==> images/clocks.png <==
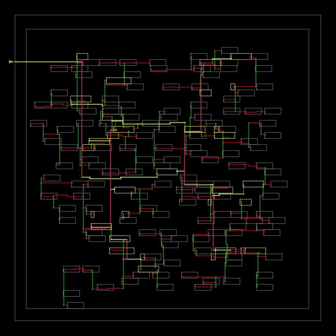
==> images/clk_routes.png <==
Bar = 50 µm.
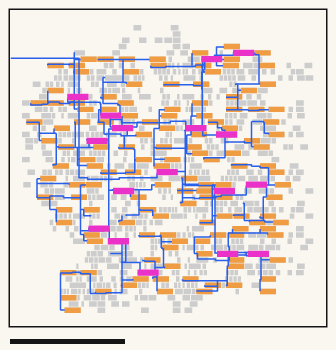
==> images/sizes.png <==
Bar = 50 µm.
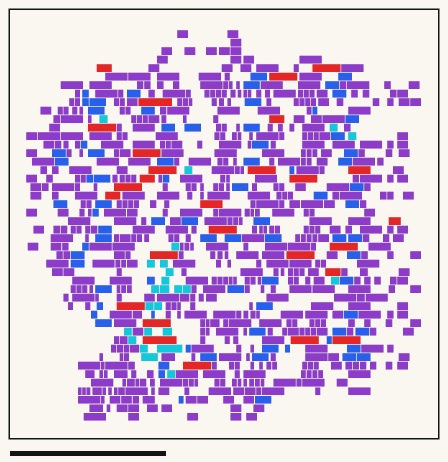
==> images/detail.png <==
Region (88, 19) to (118, 49) µm. Cells in grey, sequential cells in the stronger grey; small squares are vias.
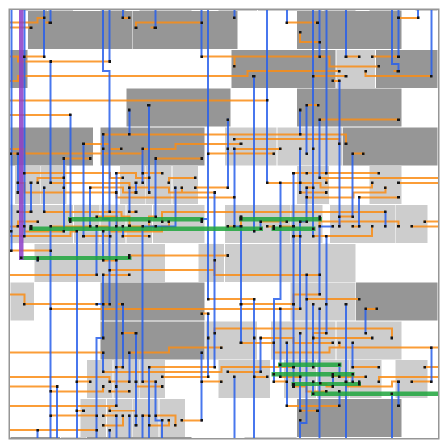
==> images/flops_by_reg.png <==
Bar = 50 µm.
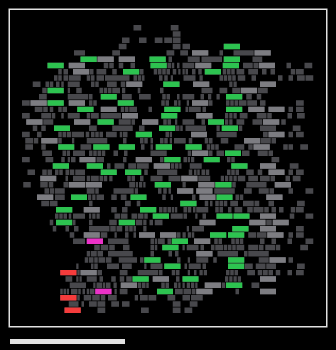
[config.mk]
export PLATFORM = sky130hd
export DESIGN_NAME = hd_skid_chain
export DESIGN_NICKNAME = d
export VERILOG_FILES = /design/src/rtl/hd_skid_chain.sv
export SDC_FILE = /design/constraint.sdc
export NUM_CORES = 1
export LEC_CHECK = 0
export CORE_MARGIN = 5
export CORE_UTILIZATION = 40
export DETAILED_ROUTE_END_ITERATION = 10
export SYNTH_ARGS = -nofsm -noshare
export SYNTH_HDL_FRONTEND = slang
export SYNTH_SLANG_ARGS = --single-unit
[constraint.sdc]
create_clock -name clk -period 3.4 [get_ports clk]
set_input_delay 0.68 -clock clk [delete_from_list [all_inputs] [get_ports clk]]
set_output_delay 0.68 -clock clk [all_outputs]
set_load 0.005 [all_outputs]
[src/rtl/hd_skid_chain.sv]
// Valid/ready pipeline of DEPTH full-throughput skid slices with flush and live occupancy.
// Latency: DEPTH cycles from accept to valid_output; 1 transfer/cycle sustained.
// Backpressure: every slice boundary is fully registered (ready = !skid_valid); holds 2*DEPTH entries.
module hd_skid_chain #(
    parameter int DATA_WIDTH = 32,
    parameter int DEPTH      = 2,
    parameter int CNT_WIDTH  = $clog2(2*DEPTH+1)
) (
    input  logic                  clk,
    input  logic                  rst,
    input  logic                  valid,
    input  logic [DATA_WIDTH-1:0] data_src,
    output logic                  ready_output,
    output logic                  valid_output,
    output logic [DATA_WIDTH-1:0] data_dest,
    input  logic                  ready,
    input  logic                  flush,
    output logic [CNT_WIDTH-1:0]  occupancy
);

    if (DEPTH < 1) begin : g_depth_check
        $error("hd_skid_chain: DEPTH must be at least 1");
    end

    // Per-slice views: main-register flags/data, skid flags, and the
    // upstream valid/data and downstream ready each slice sees.
    logic [DEPTH-1:0]      m_vld;
    logic [DEPTH-1:0]      s_vld;
    logic [DEPTH-1:0]      up_vld;
    logic [DEPTH-1:0]      dn_rdy;
    logic [DATA_WIDTH-1:0] m_dat  [DEPTH];
    logic [DATA_WIDTH-1:0] up_dat [DEPTH];

    logic                  acc;
    logic                  emit;
    logic [CNT_WIDTH-1:0]  occ;

    for (genvar k = 0; k < DEPTH; k++) begin : g_slice
        logic                  mv;
        logic                  sv;
        logic [DATA_WIDTH-1:0] md;
        logic [DATA_WIDTH-1:0] sd;
        logic                  in_fire;
        logic                  out_fire;

        // Slice 0 is fed by the chain input; later slices by the previous main register.
        if (k == 0) begin : g_head
            assign up_vld[k] = valid;
            assign up_dat[k] = data_src;
        end else begin : g_link
            assign up_vld[k] = m_vld[k-1];
            assign up_dat[k] = m_dat[k-1];
        end

        // The last slice sees the consumer's ready; inner slices see the next slice's skid state.
        if (k == DEPTH-1) begin : g_tail
            assign dn_rdy[k] = ready;
        end else begin : g_mid
            assign dn_rdy[k] = ~s_vld[k+1];
        end

        assign in_fire  = up_vld[k] & ~sv;
        assign out_fire = mv & dn_rdy[k];

        // Main/skid update; skid drains into main before any new payload is taken into main.
        always_ff @(posedge clk) begin
            if (rst) begin
                mv <= 1'b0;
                sv <= 1'b0;
                md <= '0;
                sd <= '0;
            end else if (flush) begin
                mv <= 1'b0;
                sv <= 1'b0;
            end else if (out_fire && sv) begin
                // in_fire is impossible here: the upstream saw ready = 0.
                md <= sd;
                sv <= 1'b0;
            end else if (in_fire && (!mv || out_fire)) begin
                md <= up_dat[k];
                mv <= 1'b1;
            end else if (in_fire) begin
                sd <= up_dat[k];
                sv <= 1'b1;
            end else if (out_fire) begin
                mv <= 1'b0;
            end
        end

        assign m_vld[k] = mv;
        assign s_vld[k] = sv;
        assign m_dat[k] = md;
    end

    // Outputs are forced low while reset is held so nothing leaks out mid-reset.
    assign ready_output = ~s_vld[0] & ~rst;
    assign valid_output = m_vld[DEPTH-1] & ~rst;
    assign data_dest    = rst ? '0 : m_dat[DEPTH-1];
    assign occupancy    = rst ? '0 : occ;

    assign acc  = valid & ready_output;
    assign emit = valid_output & ready;

    // Occupancy tracks external handshakes only; internal slice moves do not change it.
    always_ff @(posedge clk) begin
        if (rst || flush) begin
            occ <= '0;
        end else begin
            occ <= occ + CNT_WIDTH'(acc) - CNT_WIDTH'(emit);
        end
    end

endmodule

==> metrics.yaml <==
status:
  outcome: "finished, final reports clean"
layout:
  final_layout_size_suffix_gt1_frac: 0.172
  layout.nets: 785
  layout_top_cell: "dfxtp_1"
  fill_cells: 1457
routing:
  dr.pass1.iters: 5
  routed.top_layer: "met4"
  drt_iter0_drc: 420
  via_per_inst: 5.56
  routed_wl_mm: 16.9
critical_path:
  critical_path_peak_fanout: 46
  path_depth: 4
  startpoint_type: "primary input"
  crit_path_start: "rst"
  cpLargestDelayFamily: "buffers and inverters"
  end_kind: "primary output"
  r2r_slack_ps: 1270
  r2r-start: "g_slice[1].sv"
timing:
  hold_viol: 0
  fmax_ghz: 0.396
  slew_headroom: 0.530
  worst_pin_slew_ps: 705
  setup_viol: 0
die:
  fp.dieH_um: 137
  coreArea_um2: 15800
  boundaryPins: 74
  dieArea_um2: 18700
global_route:
  overflow: 0
  grt_pass1_vias: 5242
  use_met2: 0.317
  grt_util_all_layers: 0.183
power:
  power.density_nw_per_um2: 489
  power_switching_uw: 878
  switching_share: 0.230
synthesis:
  most_common_cell: "dfxtp_1"
  edf_count: 0
  netlist.area_leader.share: 0.420
  synth_seq_share: 0.420
  largest_area_cell: "dfxtp_1"
clock_network:
  cts.sinks: 135
  cts_max_level: 4
  cts_setup_buffers: 0
  cts.clk_slew.worst_paths_ps: 50
hold_path:
  hold_path_class: "flip-flop to flip-flop"
About clocks.png:
clkbuf count: 24
Latency at later pin: 420 ps
TritonCTS buffer count: 17
worst clock skew: 8.50 ps
flop count: 135

About clk_routes.png:
[blue] clock wires | length: 1,670 µm
[magenta] clock drivers | count: 17
[orange] flip-flops | count: 135
flops lie	widely spread
routed clock nets	18

About sizes.png:
colour	size	cells	share
red	_6 and larger	27	3.6%
cyan	_3 and _4 cells	24	3.2%
blue	_2 cells	79	10%
purple	_0 and _1 cells	628	83%

About detail.png:
colour	layer
purple	metal 4
blue	metal 2
green	metal 3
orange	metal 1
cells with their middle in the window	53
sequential cells in the window	14
netlist names of flops here include	g_slice.md (7), g_slice.sd (7)
most frequent	dfxtp_1 (14)

About flops_by_reg.png:
colour	netlist name	sequential cells
magenta	g_slice.sv	2
green	g_slice.sd	64
red	occ	3

## registers in the layout, indices dropped and copies added, names as in the netlist
name        cells
occ             3
g_slice.sd     64
g_slice.sv      2
g_slice.mv      2
g_slice.md     64
## through the flow
stage,hold WS (ps),std cells,utilization,power (µW)
after floorplan,453,717,-,1890
after global placement,459,942,0.454,2010
after detailed placement,465,942,0.454,2010
after CTS,473,974,0.492,3840
after global routing,492,974,0.492,3950
final,472,974,0.492,3810
## kinds of logic (layout without fill, tap and decap cells)
kind of cell	Yosys count	after routing	synth area share
DFF	135	135	0.420
muxes	34	34	0.0536
xor gates and xnor gates	2	2	0.00272
adders and majority gates	3	3	0.00699
and+or+nand+nor	188	188	0.149
buffers and inverters	93	134	0.0738
AOI/OAI and AO/OA	262	262	0.294
## cell type report
type / instances / share of cell area
clock buffer: 24 / 0.0644
timing repair buffer: 95 / 0.118
inverter: 7 / 0.00337
sequential: 135 / 0.347
multi-input combinational: 489 / 0.421
clock inverter: 8 / 0.0120
tap: 216 / 0.0347
## how the worst min path moves through the flow
stage / from / to / slack [ps] / cells after the start
CTS: g_slice[1].sd[31] / g_slice[1].sd[31] / 470 / 2
floorplan: g_slice[1].sd[0] / g_slice[1].sd[0] / 450 / 2
finish: g_slice[1].sd[22] / g_slice[1].sd[22] / 470 / 2
global route: g_slice[0].sd[4] / g_slice[0].sd[4] / 490 / 2
detailed placement: g_slice[1].sd[31] / g_slice[1].sd[31] / 470 / 2
global placement: g_slice[1].sd[19] / g_slice[1].sd[19] / 460 / 2
## power groups by stage
stage          combinational, µW  clock (µW)  sequential [µW]
3_5_place_dp                 322           0             1690
3_3_place_gp                 317           0             1690
5_1_grt                      349        1940             1660
2_1_floorplan                216           0             1680
4_1_cts                      323        1860             1660
6_report                     322        1830             1660
Power and IR drop assume default switching activity.
